[config.mk]
export PLATFORM = sky130hd
export DESIGN_NAME = vga_timing_gen
export DESIGN_NICKNAME = d
export VERILOG_FILES = /design/src/rtl/vga_timing_pkg.sv /design/src/rtl/vga_timing_gen_sync_delay_line.sv /design/src/rtl/vga_timing_gen.sv
export SDC_FILE = /design/constraint.sdc
export NUM_CORES = 1
export LEC_CHECK = 0
export CORE_UTILIZATION = 30
export CTS_BUF_LIST = sky130_fd_sc_hd__clkbuf_8
export CTS_CLUSTER_SIZE = 14
export DETAILED_ROUTE_END_ITERATION = 8
export PLACE_DENSITY_LB_ADDON = 0.2
export SLEW_MARGIN = 30
export SYNTH_ARGS = -nofsm -noshare
export SYNTH_HDL_FRONTEND = slang
export SYNTH_SLANG_ARGS = --single-unit
[constraint.sdc]
create_clock -name clk_0 -period 4.11 [get_ports clk_0]
set_clock_uncertainty 0.2 [all_clocks]
set_input_delay 0.6165 -clock clk_0 [delete_from_list [all_inputs] [get_ports clk_0]]
set_output_delay 0.6165 -clock clk_0 [all_outputs]
set_load 0.01 [all_outputs]
[src/rtl/vga_timing_pkg.sv]
// vga_timing_pkg: 640x480@60 raster constants shared by the timing generator and pixel consumers
package vga_timing_pkg;
  localparam int H_VIDEO = 640;
  localparam int H_FRONT = 16;
  localparam int H_SYNC = 96;
  localparam int H_BACK = 48;
  localparam int V_VIDEO = 480;
  localparam int V_FRONT = 10;
  localparam int V_SYNC = 2;
  localparam int V_BACK = 33;
  localparam int H_TOTAL = H_VIDEO + H_FRONT + H_SYNC + H_BACK;
  localparam int V_TOTAL = V_VIDEO + V_FRONT + V_SYNC + V_BACK;
  localparam int H_SYNC_START = H_VIDEO + H_FRONT;
  localparam int H_SYNC_END = H_SYNC_START + H_SYNC;
  localparam int V_SYNC_START = V_VIDEO + V_FRONT;
  localparam int V_SYNC_END = V_SYNC_START + V_SYNC;
  typedef struct packed {
    logic h;
    logic v;
  } sync_t;
endpackage

[src/rtl/vga_timing_gen_sync_delay_line.sv]
// sync_delay_line: resettable shift register that retimes sync levels to match downstream pipelines
module sync_delay_line #(
  parameter int WIDTH = 2,
  parameter int DEPTH = 2,
  parameter logic [WIDTH-1:0] RESET_VAL = '0
) (
  input  logic             clk,
  input  logic             rst,
  input  logic [WIDTH-1:0] d_i,
  output logic [WIDTH-1:0] q_o
);
  if (DEPTH == 0) begin : g_wire
    logic unused_ok;
    assign unused_ok = &{clk, rst};
    assign q_o = d_i;
  end else begin : g_shift
    localparam int W = DEPTH * WIDTH;
    logic [W-1:0] sr_q;
    // newest sample enters at the bottom, oldest leaves from the top
    always_ff @(posedge clk)
      sr_q <= rst ? {DEPTH{RESET_VAL}} : W'({sr_q, d_i});
    assign q_o = sr_q[W-1 -: WIDTH];
  end
endmodule

[src/rtl/vga_timing_gen.sv]
// vga_timing_gen: raster counters, video_on, delayed hsync/vsync and a per-frame vblank tick
module vga_timing_gen #(
  parameter int H_VIDEO = vga_timing_pkg::H_VIDEO,
  parameter int H_FRONT = vga_timing_pkg::H_FRONT,
  parameter int H_SYNC = vga_timing_pkg::H_SYNC,
  parameter int H_BACK = vga_timing_pkg::H_BACK,
  parameter int V_VIDEO = vga_timing_pkg::V_VIDEO,
  parameter int V_FRONT = vga_timing_pkg::V_FRONT,
  parameter int V_SYNC = vga_timing_pkg::V_SYNC,
  parameter int V_BACK = vga_timing_pkg::V_BACK,
  parameter bit SYNC_POL = 1'b0,
  parameter int SYNC_DELAY = 2
) (
  input  logic       clk_0,
  input  logic       rst,
  output logic [9:0] pixel_x,
  output logic [9:0] pixel_y,
  output logic       video_on,
  output logic       hsync,
  output logic       vsync,
  output logic       frame_tick,
  output logic [7:0] frame_count
);
  localparam logic [9:0] H_LAST = 10'(H_VIDEO + H_FRONT + H_SYNC + H_BACK - 1);
  localparam logic [9:0] V_LAST = 10'(V_VIDEO + V_FRONT + V_SYNC + V_BACK - 1);
  localparam logic [9:0] H_VID = 10'(H_VIDEO);
  localparam logic [9:0] V_VID = 10'(V_VIDEO);
  localparam logic [9:0] HS_LO = 10'(H_VIDEO + H_FRONT);
  localparam logic [9:0] HS_HI = 10'(H_VIDEO + H_FRONT + H_SYNC);
  localparam logic [9:0] VS_LO = 10'(V_VIDEO + V_FRONT);
  localparam logic [9:0] VS_HI = 10'(V_VIDEO + V_FRONT + V_SYNC);
  if (SYNC_DELAY < 0 || SYNC_DELAY > 7) begin : g_bad_delay
    $error("vga_timing_gen: SYNC_DELAY %0d outside 0..7", SYNC_DELAY);
  end
  logic [9:0] h_q, h_d, v_q, v_d;
  logic video_q, video_d, tick_q, tick_d;
  logic [7:0] cnt_q, cnt_d;
  vga_timing_pkg::sync_t raw_q, raw_d, sync_lvl, sync_out;
  // every registered output is decoded from the next counter values so it lands aligned with them
  always_comb begin
    h_d = h_q == H_LAST ? '0 : h_q + 10'd1;
    v_d = h_q != H_LAST ? v_q : v_q == V_LAST ? '0 : v_q + 10'd1;
    video_d = h_d < H_VID && v_d < V_VID;
    raw_d.h = h_d >= HS_LO && h_d < HS_HI;
    raw_d.v = v_d >= VS_LO && v_d < VS_HI;
    tick_d = h_d == '0 && v_d == V_VID;
    cnt_d = cnt_q + 8'(tick_d);
  end
  always_ff @(posedge clk_0) begin
    if (rst) begin
      h_q <= H_LAST;
      v_q <= V_LAST;
      video_q <= 1'b0;
      raw_q <= '0;
      tick_q <= 1'b0;
      cnt_q <= '0;
    end else begin
      h_q <= h_d;
      v_q <= v_d;
      video_q <= video_d;
      raw_q <= raw_d;
      tick_q <= tick_d;
      cnt_q <= cnt_d;
    end
  end
  assign sync_lvl = SYNC_POL ? raw_q : ~raw_q;
  sync_delay_line #(
    .WIDTH(2),
    .DEPTH(SYNC_DELAY),
    .RESET_VAL({2{~SYNC_POL}})
  ) u_sync_dly (
    .clk(clk_0),
    .rst(rst),
    .d_i(sync_lvl),
    .q_o(sync_out)
  );
  assign pixel_x = h_q;
  assign pixel_y = v_q;
  assign video_on = video_q;
  assign hsync = sync_out.h;
  assign vsync = sync_out.v;
  assign frame_tick = tick_q;
  assign frame_count = cnt_q;
endmodule

Figure 1. Placed cells, one color a class.
Fill, decap, tap and diode cells in gray.
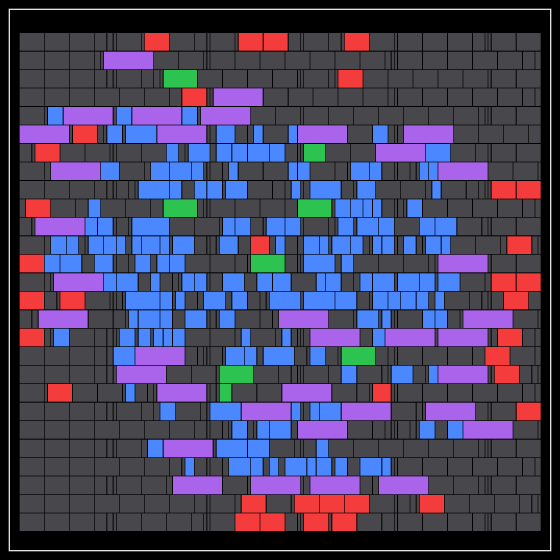
Key: green = clock drivers and dummy loads [cells 8, share of their area 4.4%]; red = other buffers and delay cells [cells 35, share of their area 16%]; purple = flip-flops [cells 36, share of their area 33%]; blue = all other logic [cells 161, share of their area 47%]
cell area after layout: 0.002285 sq mm
register fraction of the total cell area: 31.54%

Figure 2. Register map, names as in the netlist.
Bar = 20 um. Other sequential cells in the stronger gray, the rest of the logic in the fainter gray.
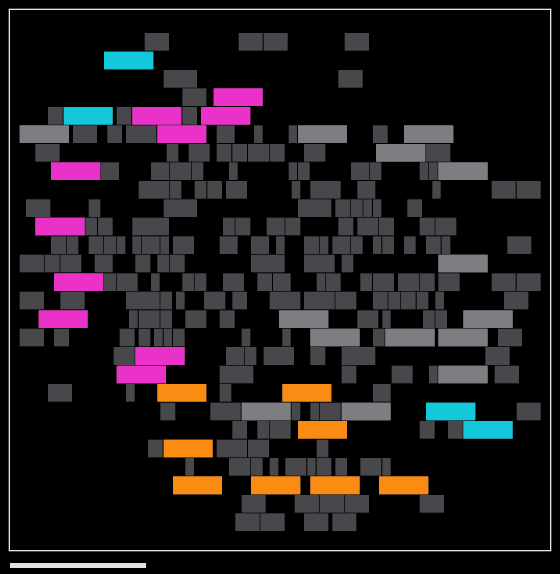
Key: orange = `frame_count` [flops 8, where bottom center]; cyan = `u_sync_dly.g_shift.sr_q` [flops 4, where widely spread]; magenta = `pixel_x` [flops 10]
Another 14 sequential cells are not colored.

==> results.txt <==
run metrics: status=finished clean, hold buffers post-CTS=0, Yosys reg bits=36, met2 Use GR=a little over a fifth, clock root cell=clkbuf_8, Yosys top cell by area=dfxtp_1, Fmax achieved=284.8 MHz, Hold EP=u_sync_dly.g_shift.sr_q[1], maximum VDD drop=a little under 0.0003 V, r2r setup slk=approximately 0.6 ns, GRT overflow=0, yosys xor share=under 10%, Slew Viols, Final=0, core area=about 0.0056 sq mm, most common logic cells in the final layout=36 x dfxtp_1, 33 x clkdlybuf4s50_1, 22 x nor2_1, initial antenna violation count=0, switching part of the total=between 40% and 50%, yosys cell count=between 200 and 250, P_sw=569.5 uW, grt peak-use layer=met1, post-detail-place hpwl=about 3000 um, min-delay src=raw_q[1], Commonest cells post-synth=36 x dfxtp_1, 22 x nor2_1, 12 x nand3_1, clk sink count=36, synthesis-to-layout area growth=26.81%, area share of buffers outside the clock network=~15%, Pleak=0.8244 nW, floorplan net count=approximately 210, top cell category=logic gates, Tcrit/Tclk final=85.43%, Clock-cell share=~4.2%, post-synthesis sequential area ratio=40.00%, final core utilization=40.50%, Top delay family on crit path=simple AND/OR/NAND/NOR gates, Cell Type Count=47, # setup viols final=0, Flop area=between 700 and 800 sq um, WP data arrival=about 3.5 ns, Routed WL=4198 um, R2R Path Start=pixel_x[0], R2R cell count=12
Power and IR drop assume default switching activity.
